`src/rtl/demux_pkg.sv`:
```
// demux_pkg: mode constants and select-width helper shared by the demux lane array
package demux_pkg;
  localparam int MODE_EXT = 0;
  localparam int MODE_RR  = 1;
  function automatic int sel_w(input int fanout);
    return (fanout <= 2) ? 1 : $clog2(fanout);
  endfunction
endpackage

```
`src/rtl/demux_lane.sv`:
```
// demux_lane: one 1:FANOUT lane with one-entry output registers, round-robin pointer and sticky select error
module demux_lane
  import demux_pkg::*;
#(
  parameter int DATA_W = 8,
  parameter int FANOUT = 2,
  parameter int MODE   = MODE_EXT,
  parameter int SEL_W  = sel_w(FANOUT)
) (
  input  logic                     clk,
  input  logic                     reset,
  input  logic [DATA_W-1:0]        in_data,
  input  logic                     in_valid,
  output logic                     in_ready,
  input  logic [SEL_W-1:0]         sel,
  output logic [FANOUT*DATA_W-1:0] out_data,
  output logic [FANOUT-1:0]        out_valid,
  input  logic [FANOUT-1:0]        out_ready,
  output logic                     sel_err
);
  logic [SEL_W-1:0] rr, target;
  logic sel_bad, accept;
  // the out-of-range check gates the indexed lookup, so a bad select never reaches out_valid[target]
  always_comb begin
    target   = (MODE == MODE_RR) ? rr : sel;
    sel_bad  = (MODE == MODE_EXT) && ({1'b0, sel} >= (SEL_W+1)'(FANOUT));
    in_ready = !reset && !sel_bad && (!out_valid[target] || out_ready[target]);
    accept   = in_valid && in_ready;
  end
  always_ff @(posedge clk or posedge reset) begin
    if (reset) begin
      out_valid <= '0;
      out_data  <= '0;
      rr        <= '0;
      sel_err   <= 1'b0;
    end else begin
      for (int j = 0; j < FANOUT; j++)
        if (accept && target == SEL_W'(j)) begin
          out_valid[j]                  <= 1'b1;
          out_data[j*DATA_W +: DATA_W]  <= in_data;
        end else if (out_ready[j]) out_valid[j] <= 1'b0;
      if (in_valid && sel_bad) sel_err <= 1'b1;
      if (MODE == MODE_RR && accept) rr <= (rr == SEL_W'(FANOUT - 1)) ? '0 : rr + 1'b1;
    end
  end
endmodule

```
`src/rtl/demux_lane_array.sv`:
```
// demux_lane_array: NUM_IN independent 1:FANOUT demux lanes with registered outputs
module demux_lane_array
  import demux_pkg::*;
#(
  parameter int DATA_W = 8,
  parameter int NUM_IN = 2,
  parameter int FANOUT = 2,
  parameter int MODE   = MODE_EXT,
  localparam int SEL_W = sel_w(FANOUT)
) (
  input  logic                            clk,
  input  logic                            reset,
  input  logic [NUM_IN*DATA_W-1:0]        in_data,
  input  logic [NUM_IN-1:0]               in_valid,
  output logic [NUM_IN-1:0]               in_ready,
  input  logic [NUM_IN*SEL_W-1:0]         sel,
  output logic [NUM_IN*FANOUT*DATA_W-1:0] out_data,
  output logic [NUM_IN*FANOUT-1:0]        out_valid,
  input  logic [NUM_IN*FANOUT-1:0]        out_ready,
  output logic [NUM_IN-1:0]               sel_err
);
  for (genvar i = 0; i < NUM_IN; i++) begin : g_lane
    demux_lane #(.DATA_W(DATA_W), .FANOUT(FANOUT), .MODE(MODE), .SEL_W(SEL_W)) u_lane (
      .clk       (clk),
      .reset     (reset),
      .in_data   (in_data[i*DATA_W +: DATA_W]),
      .in_valid  (in_valid[i]),
      .in_ready  (in_ready[i]),
      .sel       (sel[i*SEL_W +: SEL_W]),
      .out_data  (out_data[i*FANOUT*DATA_W +: FANOUT*DATA_W]),
      .out_valid (out_valid[i*FANOUT +: FANOUT]),
      .out_ready (out_ready[i*FANOUT +: FANOUT]),
      .sel_err   (sel_err[i])
    );
  end
endmodule

```
`config.mk`:
```
export PLATFORM = sky130hd
export DESIGN_NAME = demux_lane_array
export DESIGN_NICKNAME = d
export VERILOG_FILES = /design/src/rtl/demux_pkg.sv /design/src/rtl/demux_lane.sv /design/src/rtl/demux_lane_array.sv
export SDC_FILE = /design/constraint.sdc
export NUM_CORES = 1
export LEC_CHECK = 0
export CORE_MARGIN = 2
export CORE_UTILIZATION = 41
export CTS_BUF_LIST = sky130_fd_sc_hd__clkbuf_16
export CTS_CLUSTER_SIZE = 16
export DETAILED_ROUTE_END_ITERATION = 10
export GPL_ROUTABILITY_DRIVEN = 0
export PLACE_DENSITY_LB_ADDON = 0.3
export SLEW_MARGIN = 0
export SYNTH_ARGS = -nofsm -noshare
export SYNTH_HDL_FRONTEND = slang
export SYNTH_SLANG_ARGS = --single-unit
```
`constraint.sdc`:
```
create_clock -name clk -period 1.3 [get_ports clk]
set_input_delay 0.26 -clock clk [delete_from_list [all_inputs] [get_ports clk]]
set_output_delay 0.26 -clock clk [all_outputs]
set_load 0.02 [all_outputs]
```
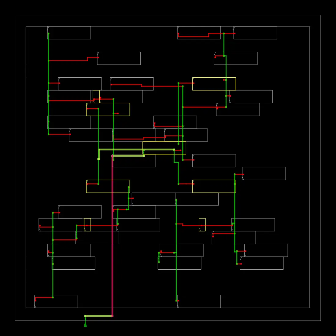
(run_1/final_clocks.png)
clock tree buffer count of the final layout: 5
total number of clock tree sinks: 36
clk latency late pin: 0.27 ns

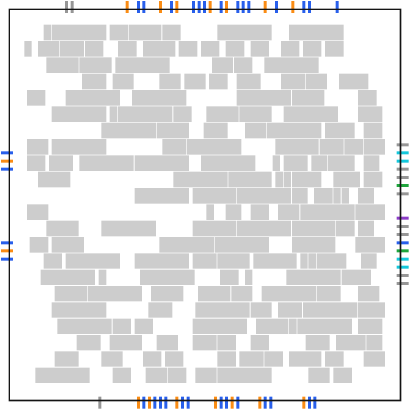
(run_1/pins.png)
Scale: 6 px per um. Pins as bars across the die edge, other pins in gray.
in_data: marked orange, pins 16, direction input, edge 7 south, 7 north, 2 west. out_data: marked blue, pins 32, direction output, edge 14 north, 13 south, 4 west, 1 east. sel: marked green, pins 2, direction input, edge east. reset: marked purple, pins 1, direction input, edge east. out_valid: marked cyan, pins 4, direction output, edge east.
horizontal die dimension: 64.97 um
number of port buffers: 63
die span in y: 64.97 um

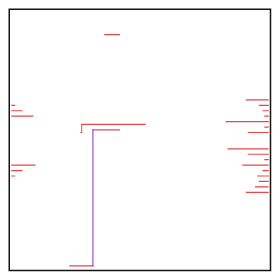
(run_1/metal_stack.png)
Scale: 4 px per um. Only two layers are drawn.
met3: marked red, wire length 115 um. met4: marked purple, wire length 34.0 um.
Tot GR Track Use: 0.1765
wire length per cell: 15.64 um
wire length after detailed routing: 3519 um

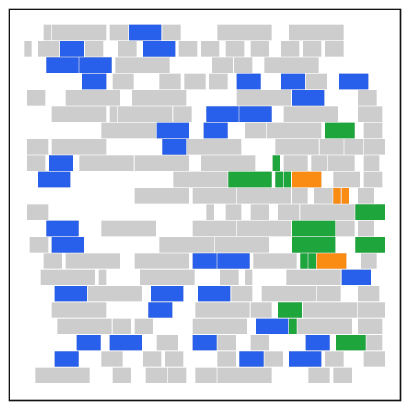
(run_1/gate_families.png)
Scale: 6 px per um.
NOR gates: marked orange, cells 4, where east. NAND gates: marked green, cells 14. multiplexers: marked blue, cells 34, where spread over the die.
most common cell after layout, fill and taps aside: sky130_fd_sc_hd__dlygate4sd2_1
Cell Count, Final, Fillers Out: 225

==> Changelog: implementation, run 1 <==
### Implementation results

* Flop-to-flop setup slack at -0.04 ns
* Hold_sp: in_valid[1]
* Grt ovf at 0
* Final critical path time including I/O delays and setup at between 1 and 1.5 ns
* Synth mux share at 0.2890
* Cell count after synthesis at 96
* Power per unit of standard cell area at between 1000 and 1500 nW/um2
* Standard-cell row count at 22
* Total vias in the final route at about 1100
* Number of buffers inserted by post-CTS setup repair at 2
* Sw power at 1.052 mW
* Minimum setup slack in the final design at -0.1356 ns
* Non-clock buffer share of cell area at 0.2960
* DP HPWL at 2448 um
* Capture endpoint of the worst hold path: g_lane[1].u_lane.out_valid[1]$_DFFE_PP0P_
* Cell type with the highest aggregate area in the netlist: sky130_fd_sc_hd__dfrtp_1
* Area after DPL at around 2300 um2
* Cts repair resizes at approximately 60
* Clock-pin transition on the worst setup and hold timing paths at 0.05 ns
* Number of design-rule violations left by the first detailed-router iteration at 35
* Via-per-instance ratio at 4.684
* Setup WS pre-CTS at -0.5910 ns
* Post-synthesis share of cell area spent on and-or and or-and gates at 0
* TritonCTS clock tree: built
* Routing layer with the top usage in global route: met2
* CP Capture Point: in_ready[1]
* Buffers & Inverters on Critical Path at 2
* Final-layout fill cell count at between 200 and 300
* Switching part of the total at 0.2875
* Sequential-to-total area share from yosys stat at 0.5911
* Hold/Removal Path Class: input pin to flop
* XOR/XNOR share of the synthesized area at 0
* Number of max-cap violations at 0
* Tap cells at roughly 48
* Syn Area/Cell at 15.87 um2
* Worst Path Max Fanout at 2
* Clock buffers created by TritonCTS at 5
* Finished Core Util at 0.6974
* Tally of OpenROAD warnings at 28
* Largest reg by FF count: g_lane.u_lane.out_data
* Arrival @ worst endpoint at ~1.2 ns
* Total inserted antenna cells at 0
* Flip-flop and latch share of the layout cell area at 0.3582
* H-Tree Level Count at 2
* Yosys top cell area share at 0.5911
* R2R depth at 5
* Worst setup path class: flop to primary output
* Number of gates on the worst path with buffers counted at 5
* Number of hold buffers added after cts at 0
* Fmax at approximately 0.7 GHz
* Biggest area cells: sky130_fd_sc_hd__dfrtp_1 59%, sky130_fd_sc_hd__mux2_4 16%, sky130_fd_sc_hd__mux2_2 12%
* Final Setup Violations at 19
* Combinational fraction of the cell area at 0.2662
* Post-route clock skew at 0.004532 ns
* Router iterations before antenna repair at 4
* Via count of the first global-routing pass at between 1000 and 1500
* Cell family with most CP delay: flip-flops
* Crit path launch: g_lane[1].u_lane.out_valid[0]$_DFFE_PP0P_
* Biggest Area Class: registers
* Dominant register cell: sky130_fd_sc_hd__dfrtp_1
* Power group with the largest share: registers
* First-pass GRT wire length at around 5600 um
* Remaining routing DRC violations at 0
* Non-clock inverter instance count of the final layout at 1
* Logic family by area: multiplexers
* Maximum number of pins on one net before global-route repair at 19
* Overall Power at about 3.7 mW
* Highest signal layer in the routed design: met4
* Number of hold violations in the final report at 0
* Int Pwr at 2.608 mW
* Warnings from Yosys at 0
* Clock-cell share of area at 0.05423
* Required time of the critical path at approximately 1.0 ns
* Result of the run: finished, violations left
* Power of the sequential group at between 1 and 1.5 mW
* Met3 GRT Util at 0.02431
* Area taken by flip-flops and latches at between 900 and 1000 um2
* Final Cycle Share at 1.104
* Logic Gate Count at roughly 56
* Distinct cell type count after synthesis at 15
* Largest register FFs at 32
* Flip-flop and latch count at 36
* Number of antenna violations at the first check in global routing at 0
* Simple share at 0.08046
* Initial Utilization at 0.4226
* Dominant cell by count in the synthesized netlist: sky130_fd_sc_hd__dfrtp_1
* Final hold slack at 0.3676 ns
* Post-placement cell count at 213
* Post-synth design cell area at 1524 um2
* IO Pins at 66
* Layout-stage area growth over the synthesis result at 65.02%
* Registers with the most flip-flops: g_lane.u_lane.out_data: 32 flops, g_lane.u_lane.out_valid: 4 flops
* Failing checks: negative setup slack
## Run 2: what changed since run 1
--- a/config.mk
+++ b/config.mk
@@ -11,7 +11,9 @@
 export CTS_CLUSTER_SIZE = 16
 export DETAILED_ROUTE_END_ITERATION = 10
 export GPL_ROUTABILITY_DRIVEN = 0
+export GPL_TIMING_DRIVEN = 0
 export PLACE_DENSITY_LB_ADDON = 0.3
+export SETUP_SLACK_MARGIN = 0.1
 export SLEW_MARGIN = 0
 export SYNTH_ARGS = -nofsm -noshare
 export SYNTH_HDL_FRONTEND = slang
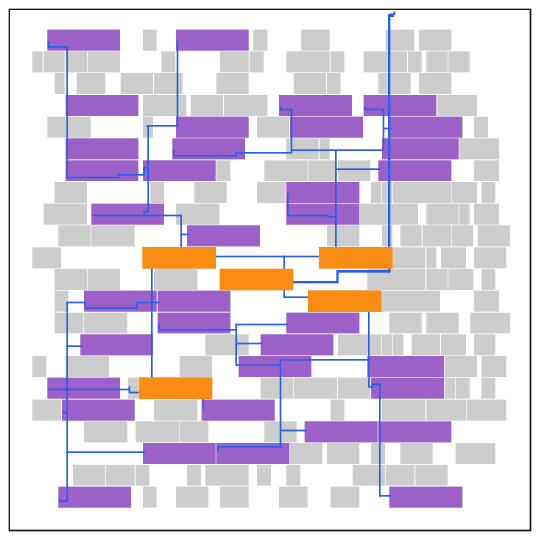
(run_2/clock_map.png)
Scale: 8 px per um.
clock wires: marked blue, length 418 um. flip-flops: marked purple, count 36. cells driving clock nets: marked orange, count 5.
There are 6 routed clock nets. Position of the flops: spread over the die.
post-route clock skew: 0.004511 ns
power consumed by the clock network: 1.08 mW
power share of the clock group: 0.295

==> run 2 against run 1 <==
Compared with the run above:
- the run still ends with negative setup slack left
- critical path depth did not move
- register-to-register slack gained 0.02 ns
- flip-flop count unchanged
- sequential power about the same
- critical path type unchanged
- critical endpoint unchanged
- largest power group unchanged
==> Changelog: implementation, run 2 <==
### Implementation results

* Clock-pin transition on the worst setup and hold timing paths at 0.05 ns (about the same)
* Finished Core Util at 0.6711 (-0.02637)
* Result of the run: finished, violations left
* Crit path launch: g_lane[1].u_lane.out_valid[0]$_DFFE_PP0P_
* Total vias in the final route at 1033 (-2.0%)
* Arrival @ worst endpoint at 1.18 ns (about the same)
* Overall Power at 3.657 mW (about the same)
* Number of antenna violations at the first check in global routing at 0 (unchanged)
* Router iterations before antenna repair at 5 (+1)
* Required time of the critical path at 1.04 ns (about the same)
* Sw power at 1.051 mW (-0.14%)
* Max rail drop VDD at slightly below 1 mV
* Final Cycle Share at 1.112 (+0.007204)
* Routing layer with the top usage in global route: met2
* Non-clock buffer share of cell area at 0.2740 (-0.02198)
* Clock-cell share of area at 0.05636 (+0.002131)
* Met3 GRT Util at 0.03646 (+0.01215)
* Total inserted antenna cells at 0 (unchanged)
* Largest reg by FF count: g_lane.u_lane.out_data
* Dominant register cell: sky130_fd_sc_hd__dfrtp_1
* Buffers & Inverters on Critical Path at 2 (unchanged)
* First-pass GRT wire length at 5492 um (-2.5%)
* Post-synthesis share of cell area spent on and-or and or-and gates at 0 (unchanged)
* IO Pins at 66 (unchanged)
* Combinational fraction of the cell area at 0.2684 (+0.002187)
* Tot GR Track Use at 0.1716 (-0.004948)
* Number of buffers inserted by post-CTS setup repair at 3 (+1)
* Post-synth design cell area at 1524 um2 (unchanged)
* Worst setup path class: flop to primary output
* Number of design-rule violations left by the first detailed-router iteration at 23 (-34%)
* Standard-cell row count at 22 (unchanged)
* Simple share at 0.08046 (unchanged)
* Post-placement cell count at 208 (-2.3%)
* Cell family with most CP delay: flip-flops
* Via-per-instance ratio at 4.612 (-1.6%)
* Failing checks: negative setup slack
* Cell type with the highest aggregate area in the netlist: sky130_fd_sc_hd__dfrtp_1
* DP HPWL at 2225 um (-9.1%)
* Hold/Removal Path Class: input pin to asynchronous set/reset pin
* Non-clock inverter instance count of the final layout at 1 (unchanged)
* Tap cells at 48 (unchanged)
* Final hold slack at 0.2253 ns (-0.1423 ns)
* Horizontal die dimension at 64.97 um (unchanged)
* TritonCTS clock tree: built
* Number of hold violations in the final report at 0 (unchanged)
* Wire length per cell at 15.33 um (-2.0%)
* Total number of clock tree sinks at 36 (unchanged)
* Flip-flop and latch share of the layout cell area at 0.3733 (+0.01511)
* Tally of OpenROAD warnings at 29 (+3.6%)
* Grt ovf at 0 (unchanged)
* Number of max-cap violations at 0 (unchanged)
* Final critical path time including I/O delays and setup at 1.445 ns (+0.009365 ns)
* Remaining routing DRC violations at 0 (unchanged)
* Fmax at 0.6921 GHz (-0.65%)
* Distinct cell type count after synthesis at 15 (unchanged)
* Clk latency late pin at 0.27 ns (about the same)
* R2R depth at 5 (unchanged)
* Yosys top cell area share at 0.5911 (unchanged)
* Switching part of the total at 0.2873 (about the same)
* Synth mux share at 0.2890 (unchanged)
* Number of port buffers at 63 (unchanged)
* Biggest Area Class: registers
* Highest signal layer in the routed design: met4
* Area taken by flip-flops and latches at 903.4 um2 (+0.28%)
* Clock tree buffer count of the final layout at 5 (unchanged)
* Initial Utilization at 0.4226 (unchanged)
* Registers with the most flip-flops: g_lane.u_lane.out_data: 32 flops, g_lane.u_lane.out_valid: 4 flops
* Dominant cell by count in the synthesized netlist: sky130_fd_sc_hd__dfrtp_1
* Minimum setup slack in the final design at -0.1450 ns (-0.009365 ns)
* Warnings from Yosys at 0 (unchanged)
* Int Pwr at 2.606 mW (about the same)
* Area after DPL at 2238 um2 (-2.6%)
* Logic Gate Count at 55 (-1.8%)
* Number of gates on the worst path with buffers counted at 5 (unchanged)
* Logic family by area: multiplexers
* Cts repair resizes at 125 (+110%)
* Cell count after synthesis at 96 (unchanged)
* CP Capture Point: in_ready[1]
* Power of the sequential group at 1.47 mW (about the same)
* Power group with the largest share: registers
* H-Tree Level Count at 2 (unchanged)
* Maximum number of pins on one net before global-route repair at 37 (+18)
* Largest register FFs at 32 (unchanged)
* Worst Path Max Fanout at 2 (unchanged)
* Sequential-to-total area share from yosys stat at 0.5911 (unchanged)
* Via count of the first global-routing pass at 1123 (-0.27%)
* Most common cell after layout, fill and taps aside: sky130_fd_sc_hd__dfrtp_1
* Number of hold buffers added after cts at 0 (unchanged)
* Biggest area cells: sky130_fd_sc_hd__dfrtp_1 59%, sky130_fd_sc_hd__mux2_4 16%, sky130_fd_sc_hd__mux2_2 12%
* Final Setup Violations at 15 (-4)
* Syn Area/Cell at 15.87 um2 (unchanged)
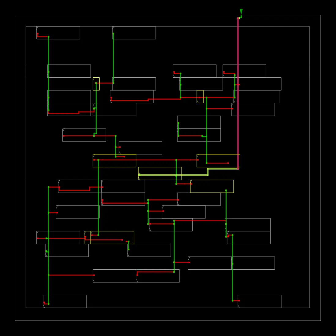
(run_2/final_clocks.png)
clock buffers created by TritonCTS: 5
flip-flop and latch count: 36

No activity file was given, so power comes from the tool's default toggle rates.
